### src/rtl/fp_div_pkg.sv
// Shared types and constants for the binary32 divider.
// Holds the FSM state enum, operand classes and the leading-zero helper.
package fp_div_pkg;

   localparam int EXP_BIAS = 127;
   localparam int EXP_W    = 8;
   localparam int MAN_W    = 23;
   localparam int ITER_N   = 26;
   localparam logic [31:0] QNAN = 32'h7FC00000;

   typedef enum logic [1:0] {
      IDLE,
      UNPACK,
      ITER,
      PACK
   } state_t;

   typedef enum logic [2:0] {
      ZERO,
      SUB,
      NORM,
      INF,
      NAN
   } fp_class_t;

   function automatic fp_class_t classify(input logic [31:0] x);
      fp_class_t c;
      if (x[30:23] == 8'h00)
         c = (x[22:0] == 23'd0) ? ZERO : SUB;
      else if (x[30:23] == 8'hFF)
         c = (x[22:0] == 23'd0) ? INF : NAN;
      else
         c = NORM;
      return c;
   endfunction

   // Highest set bit wins because the loop runs upward.
   function automatic logic [4:0] lzc24(input logic [23:0] v);
      logic [4:0] n;
      n = 5'd24;
      for (int i = 0; i < 24; i++)
         if (v[i]) n = 5'(23 - i);
      return n;
   endfunction

endpackage

### src/rtl/fp_div_mant_iter.sv
// 24-bit restoring mantissa divider producing 26 quotient bits.
// Ports: clk, rst, load, dividend, divisor -> quotient, sticky, valid.
module fp_div_mant_iter
   import fp_div_pkg::*;
(
   input  logic        clk,
   input  logic        rst,
   input  logic        load,
   input  logic [23:0] dividend,
   input  logic [23:0] divisor,
   output logic [25:0] quotient,
   output logic        sticky,
   output logic        valid
);

   logic [24:0] r_rem;
   logic [23:0] r_div;
   logic [25:0] r_q;
   logic [4:0]  r_cnt;
   logic        r_act;

   logic        w_ge;
   logic [23:0] w_diff;
   logic [23:0] w_keep;

   // Partial remainder stays below 2*divisor, so the
   // difference always fits back into 24 bits.
   assign w_ge   = r_rem >= {1'b0, r_div};
   assign w_diff = r_rem[23:0] - r_div;
   assign w_keep = w_ge ? w_diff : r_rem[23:0];

   always_ff @(posedge clk) begin
      if (rst) begin
         r_rem <= '0;
         r_div <= '0;
         r_q   <= '0;
         r_cnt <= '0;
         r_act <= 1'b0;
      end else if (load) begin
         r_rem <= {1'b0, dividend};
         r_div <= divisor;
         r_q   <= '0;
         r_cnt <= 5'(ITER_N);
         r_act <= 1'b1;
      end else if (r_cnt != 5'd0) begin
         r_rem <= {w_keep, 1'b0};
         r_q   <= {r_q[24:0], w_ge};
         r_cnt <= r_cnt - 5'd1;
      end
   end

   assign quotient = r_q;
   assign sticky   = (r_rem != 25'd0);
   assign valid    = r_act & (r_cnt == 5'd0);

endmodule

### src/rtl/fp32_divider.sv
// IEEE-754 binary32 divider m = a / b, RNE, fixed 28-cycle latency.
// Ports: clk, rst, start, a, b -> busy, done, m, overflow, underflow.
// Define FP_DIV_DENORM_EN for subnormal support; otherwise flush-to-zero.
module fp32_divider
   import fp_div_pkg::*;
#(
   parameter int DATA_WIDTH = 32
) (
   input  logic                  clk,
   input  logic                  rst,
   input  logic                  start,
   input  logic [DATA_WIDTH-1:0] a,
   input  logic [DATA_WIDTH-1:0] b,
   output logic                  busy,
   output logic                  done,
   output logic [DATA_WIDTH-1:0] m,
   output logic                  overflow,
   output logic                  underflow
);

   state_t r_state, w_state_nx;
   logic   w_load;

   logic [31:0]       r_a, r_b;
   logic              r_sign;
   logic signed [9:0] r_exp;
   logic              r_spec;
   logic [31:0]       r_spec_m;
   logic              r_spec_ovf;
   logic [4:0]        r_cnt;
   logic              r_done;
   logic [31:0]       r_m;
   logic              r_ovf;
   logic              r_unf;

   fp_class_t         w_ca, w_cb;
   logic [23:0]       w_ma, w_mb;
   logic signed [9:0] w_ea, w_eb, w_exp;
   logic              w_sign;
   logic              w_spec;
   logic [31:0]       w_spec_m;
   logic              w_spec_ovf;

   logic [25:0]       w_q;
   logic              w_sticky;
   logic              w_valid;

   logic [23:0]       w_man;
   logic              w_g, w_s, w_inc;
   logic signed [9:0] w_e, w_e_r;
   logic [24:0]       w_man_r;
   logic [31:0]       w_m;
   logic              w_ovf, w_unf;

`ifdef FP_DIV_DENORM_EN
   logic [4:0]        w_lza, w_lzb;
   logic signed [9:0] w_sh;
   logic [4:0]        w_shc;
   logic [25:0]       w_ext, w_shf, w_mask;
   logic              w_g2, w_s2;
   logic [23:0]       w_res;

   assign w_lza = lzc24({1'b0, r_a[22:0]});
   assign w_lzb = lzc24({1'b0, r_b[22:0]});
`endif

   // ---------------- FSM ----------------
   always_ff @(posedge clk) begin
      if (rst) r_state <= IDLE;
      else     r_state <= w_state_nx;
   end

   always_comb begin
      w_state_nx = r_state;
      w_load     = 1'b0;
      case (r_state)
         IDLE:    if (start) w_state_nx = UNPACK;
         UNPACK: begin
            w_state_nx = ITER;
            w_load     = 1'b1;
         end
         ITER:    if (r_cnt == 5'd0) w_state_nx = PACK;
         PACK:    w_state_nx = IDLE;
         default: w_state_nx = IDLE;
      endcase
   end

   // ---------------- unpack ----------------
   always_comb begin
      w_ca = classify(r_a);
      w_cb = classify(r_b);
      w_ma = {1'b1, r_a[22:0]};
      w_mb = {1'b1, r_b[22:0]};
      w_ea = $signed({2'b00, r_a[30:23]});
      w_eb = $signed({2'b00, r_b[30:23]});
`ifdef FP_DIV_DENORM_EN
      // Normalise subnormals: shift the leading one up to bit 23.
      if (w_ca == SUB) begin
         w_ma = {1'b0, r_a[22:0]} << w_lza;
         w_ea = 10'sd1 - $signed({5'b0, w_lza});
      end
      if (w_cb == SUB) begin
         w_mb = {1'b0, r_b[22:0]} << w_lzb;
         w_eb = 10'sd1 - $signed({5'b0, w_lzb});
      end
`else
      if (w_ca == SUB) w_ca = ZERO;
      if (w_cb == SUB) w_cb = ZERO;
`endif
   end

   assign w_sign = r_a[31] ^ r_b[31];
   assign w_exp  = w_ea - w_eb + 10'(EXP_BIAS);

   always_comb begin
      w_spec     = 1'b1;
      w_spec_m   = '0;
      w_spec_ovf = 1'b0;
      if (w_ca == NAN || w_cb == NAN ||
          (w_ca == ZERO && w_cb == ZERO) ||
          (w_ca == INF && w_cb == INF))
         w_spec_m = QNAN;
      else if (w_ca == INF)
         w_spec_m = {w_sign, 8'hFF, 23'd0};
      else if (w_cb == INF)
         w_spec_m = {w_sign, 31'd0};
      else if (w_cb == ZERO) begin
         w_spec_m   = {w_sign, 8'hFF, 23'd0};
         w_spec_ovf = 1'b1;
      end else if (w_ca == ZERO)
         w_spec_m = {w_sign, 31'd0};
      else
         w_spec = 1'b0;
   end

   // ---------------- mantissa divider ----------------
   fp_div_mant_iter u_iter (
      .clk      (clk),
      .rst      (rst),
      .load     (w_load),
      .dividend (w_ma),
      .divisor  (w_mb),
      .quotient (w_q),
      .sticky   (w_sticky),
      .valid    (w_valid)
   );

   // ---------------- normalise / round / pack ----------------
   always_comb begin
      w_inc   = 1'b0;
      w_man_r = '0;
      w_e_r   = '0;
      w_m     = '0;
      w_ovf   = 1'b0;
      w_unf   = 1'b0;
      // Quotient lies in (0.5, 2): at most one leading zero.
      if (w_q[25]) begin
         w_man = w_q[25:2];
         w_g   = w_q[1];
         w_s   = w_q[0] | w_sticky;
         w_e   = r_exp;
      end else begin
         w_man = w_q[24:1];
         w_g   = w_q[0];
         w_s   = w_sticky;
         w_e   = r_exp - 10'sd1;
      end
`ifdef FP_DIV_DENORM_EN
      w_sh   = '0;
      w_shc  = '0;
      w_ext  = '0;
      w_shf  = '0;
      w_mask = '0;
      w_g2   = 1'b0;
      w_s2   = 1'b0;
      w_res  = '0;
`endif
      if (w_e > 10'sd0) begin
         w_inc   = w_g & (w_s | w_man[0]);
         w_man_r = {1'b0, w_man} + {24'd0, w_inc};
         w_e_r   = w_e + $signed({9'd0, w_man_r[24]});
         if (w_e_r >= 10'sd255) begin
            w_m   = {r_sign, 8'hFF, 23'd0};
            w_ovf = 1'b1;
         end else begin
            w_m = {r_sign, w_e_r[7:0],
                   w_man_r[24] ? w_man_r[23:1] : w_man_r[22:0]};
         end
      end else begin
`ifdef FP_DIV_DENORM_EN
         // Denormalise; anything shifted past guard folds into sticky.
         w_sh   = 10'sd1 - w_e;
         w_shc  = (w_sh > 10'sd26) ? 5'd27 : w_sh[4:0];
         w_ext  = {w_man, w_g, w_s};
         w_shf  = w_ext >> w_shc;
         w_mask = (26'd1 << w_shc) - 26'd1;
         w_g2   = w_shf[1];
         w_s2   = w_shf[0] | (|(w_ext & w_mask));
         w_res  = w_shf[25:2] +
                  {23'd0, w_g2 & (w_s2 | w_shf[2])};
         // A carry into bit 23 lands in the exponent LSB.
         w_m    = {r_sign, 7'd0, w_res};
         w_unf  = w_g2 | w_s2;
`else
         w_m   = {r_sign, 31'd0};
         w_unf = 1'b1;
`endif
      end
      if (r_spec) begin
         w_m   = r_spec_m;
         w_ovf = r_spec_ovf;
         w_unf = 1'b0;
      end
   end

   // ---------------- datapath registers ----------------
   always_ff @(posedge clk) begin
      if (rst) begin
         r_a        <= '0;
         r_b        <= '0;
         r_sign     <= 1'b0;
         r_exp      <= '0;
         r_spec     <= 1'b0;
         r_spec_m   <= '0;
         r_spec_ovf <= 1'b0;
         r_cnt      <= '0;
         r_done     <= 1'b0;
         r_m        <= '0;
         r_ovf      <= 1'b0;
         r_unf      <= 1'b0;
      end else begin
         r_done <= 1'b0;
         case (r_state)
            IDLE: if (start) begin
               r_a <= a[31:0];
               r_b <= b[31:0];
            end
            UNPACK: begin
               r_sign     <= w_sign;
               r_exp      <= w_exp;
               r_spec     <= w_spec;
               r_spec_m   <= w_spec_m;
               r_spec_ovf <= w_spec_ovf;
               r_cnt      <= 5'(ITER_N - 1);
            end
            ITER: if (r_cnt != 5'd0) r_cnt <= r_cnt - 5'd1;
            PACK: if (w_valid) begin
               r_done <= 1'b1;
               r_m    <= w_m;
               r_ovf  <= w_ovf;
               r_unf  <= w_unf;
            end
            default: ;
         endcase
      end
   end

   assign busy      = (r_state != IDLE);
   assign done      = r_done;
   assign m         = r_m;
   assign overflow  = r_ovf;
   assign underflow = r_unf;

endmodule

### config.mk
export PLATFORM = sky130hd
export DESIGN_NAME = fp32_divider
export DESIGN_NICKNAME = d
export VERILOG_FILES = /design/src/rtl/fp_div_pkg.sv /design/src/rtl/fp_div_mant_iter.sv /design/src/rtl/fp32_divider.sv
export SDC_FILE = /design/constraint.sdc
export NUM_CORES = 1
export LEC_CHECK = 0
export ABC_CLOCK_PERIOD_IN_PS = 4800
export CAP_MARGIN = 25
export CORE_ASPECT_RATIO = 1.2
export CORE_MARGIN = 5
export CORE_UTILIZATION = 40
export CTS_CLUSTER_DIAMETER = 30
export DETAILED_ROUTE_END_ITERATION = 6
export SETUP_SLACK_MARGIN = 0.15
export SYNTH_ARGS = -nofsm -noshare
export SYNTH_HDL_FRONTEND = slang
export SYNTH_SLANG_ARGS = --single-unit
### constraint.sdc
create_clock -name clk -period 4.8 [get_ports clk]
set_input_delay 0.96 -clock clk [delete_from_list [all_inputs] [get_ports clk]]
set_output_delay 0.96 -clock clk [all_outputs]
set_load 0.01 [all_outputs]
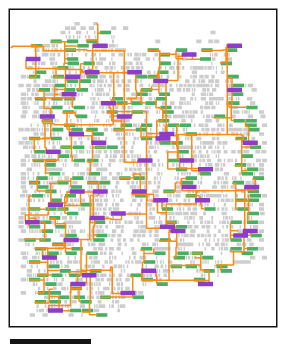
*Routed clock nets over the placement*
Scale bar: 50 um.
legend:
  clock wires:
    color: orange
    length: 3090 um
  flip-flops:
    color: green
    count: 202
  clock drivers:
    color: purple
    count: 45
flops lie: spread over the die

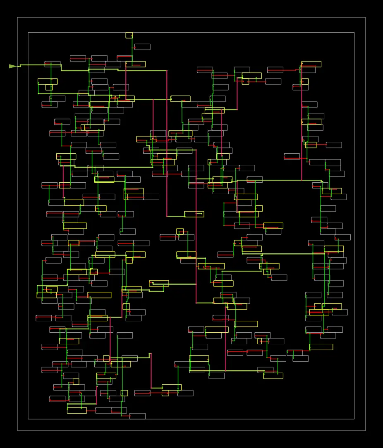
*The clock network*
flip-flops: 202
sinks on the clock net: 202
setup clock skew after layout: 0.0170 ns
clock buffer count from CTS: 45
power attributed to the clock group: 3.32 mW

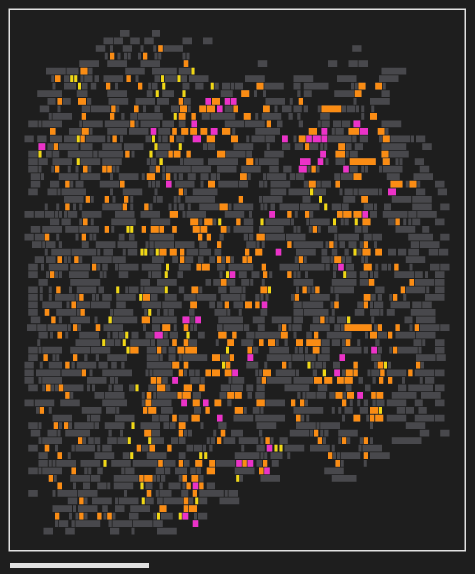
*Gate families picked out*
Scale bar: 50 um.
legend:
  and/or cells:
    color: magenta
    cells: 49
    most_used: or3_1
  inv cells:
    color: yellow
    cells: 70
    most_used: inv_1
  aoi and oai cells:
    color: orange
    cells: 318
    most_used: a21oi_1
    where: spread over the die

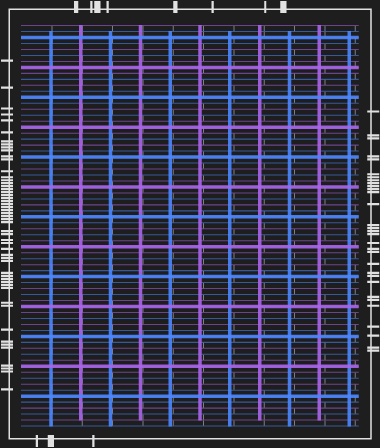
*Power grid*
Pins as bars on the die edge. Tap cells in gray.
legend:
  VDD:
    color: purple
  VSS:
    color: blue
rows: 67
signal pins: 103
met5 straps: 13

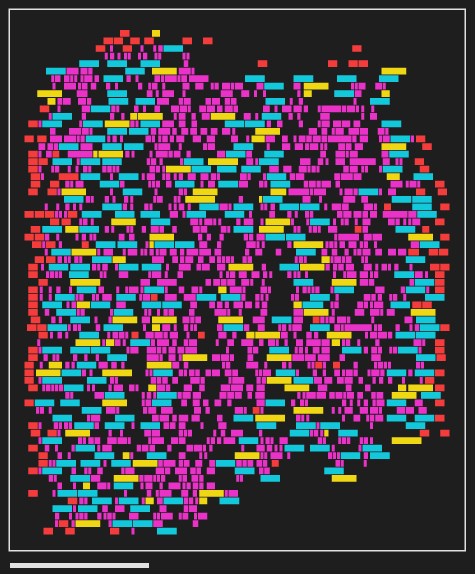
*Placed cells, one color a class*
Scale bar: 50 um.
legend:
  remaining buffers and delay cells:
    color: red
    cells: 116
    share_of_their_area: 8.2%
  combinational and other logic:
    color: magenta
    cells: 1166
    share_of_their_area: 50%
  clock drivers and dummy loads:
    color: yellow
    cells: 83
    share_of_their_area: 12%
  sequential cells:
    color: cyan
    cells: 202
    share_of_their_area: 29%

==> notes.md <==
On the backend side, the flow ran end to end.

The run finished with clean final reports. In this run the most critical hold path is launched from m[14]$_SDFFE_PP0P_. The endpoint of the worst hold path is reported as m[14]$_SDFFE_PP0P_.

The clock transition time at the flip-flop clock pins of the worst setup and hold paths stands at 0.05 ns. The worst setup path is of the flip-flop to flip-flop kind. The largest share of the power goes to combinational cells. The switching share of total power stands at 40.0%. Measured on the final layout, the clock distribution area share stands at 11.6%. The synthesized instance count stands at 1458. Post-synth the commonest register cell is sky130_fd_sc_hd__dfxtp_1. For this run, global-route usage on met1 was measured as between 20 and 30%. The area fraction in full adders, half adders and majority gates stands at 5.30%. In the layout the tool counted multi-input logic cells amounting to 1096.

The number of post-CTS setup repair buffers stands at 0. Ranking logic cells in the layout by count gives the top entries sky130_fd_sc_hd__nand2_1, sky130_fd_sc_hd__dfxtp_1, sky130_fd_sc_hd__a21oi_1. The number of antenna violations at the first check in global routing stands at 0. The critical path goes through nand2b_1 -> a21boi_0 -> ha_1 -> nand3_1 -> nor3b_2 -> buf_4 -> nand3_2 -> nor4_4 -> ha_1 -> ha_1 -> and2_1 -> nand2_1 -> a2111oi_1 -> a21boi_2 -> a221oi_4 -> a211oi_1. The number of synthesized flops with an enable pin stands at 0. The sequential cell fraction of total power stands at between 20 and 25%. The number of hold-slack violations in the final timing report stands at 0. The source-to-sink clock delay at the later pin of the worst-skew pair stands at 0.53 ns. Setup repair after global routing left no endpoint under its margin. The net count of the finished layout stands at 1645. The highest fanout seen on the critical path stands at 8. The worst hold path was traced through 2 stages. The post-synth register bit count is roughly 200. Counting pins that exceed their max-slew limit in the final report gives 0. CTS built an H-tree with a depth of 2. For the final routed database, the setup TNS stands at 0 ns. The routed design uses roughly 1600 um of met3 wire. The area fraction in mux cells stands at 4.15%. The post-synth area from yosys stat stands at between 10000 and 15000 um2. The simple logic cell fraction of the synthesized area stands at 23.8%. Per the GRT log, the top usage layer is met2. Among the non-sequential cells, simple AND/OR/NAND/NOR gates take the most area. Buffers outside the clock tree occupy 7.97% of the routed design's cell area. According to the floorplan report, the die width is ~160 um. For this run the top cell type by instance count after synthesis was sky130_fd_sc_hd__nand2_1.
[through the flow]
stage | hold WS (ns) | worst slack, ns
2_1_floorplan | 0.444 | 0.162
3_3_place_gp | 0.435 | 0.697
3_5_place_dp | 0.444 | 0.563
4_1_cts | 0.456 | 0.545
5_1_grt | 0.482 | 0.299
6_report | 0.450 | 0.693
[worst max-delay path by stage]
stage	endpoint	slack, ns	cells past startpoint
after floorplan	m[22]$_SDFFE_PP0P_	0.16	19
after global placement	m[11]$_SDFFE_PP0P_	0.70	16
after detailed placement	m[1]$_SDFFE_PP0P_	0.56	16
after CTS	m[7]$_SDFFE_PP0P_	0.54	16
after global routing	m[16]$_SDFFE_PP0P_	0.30	16
final	m[29]$_SDFFE_PP0P_	0.69	16
Power figures rest on the tool's default switching activity, not on a simulated workload.
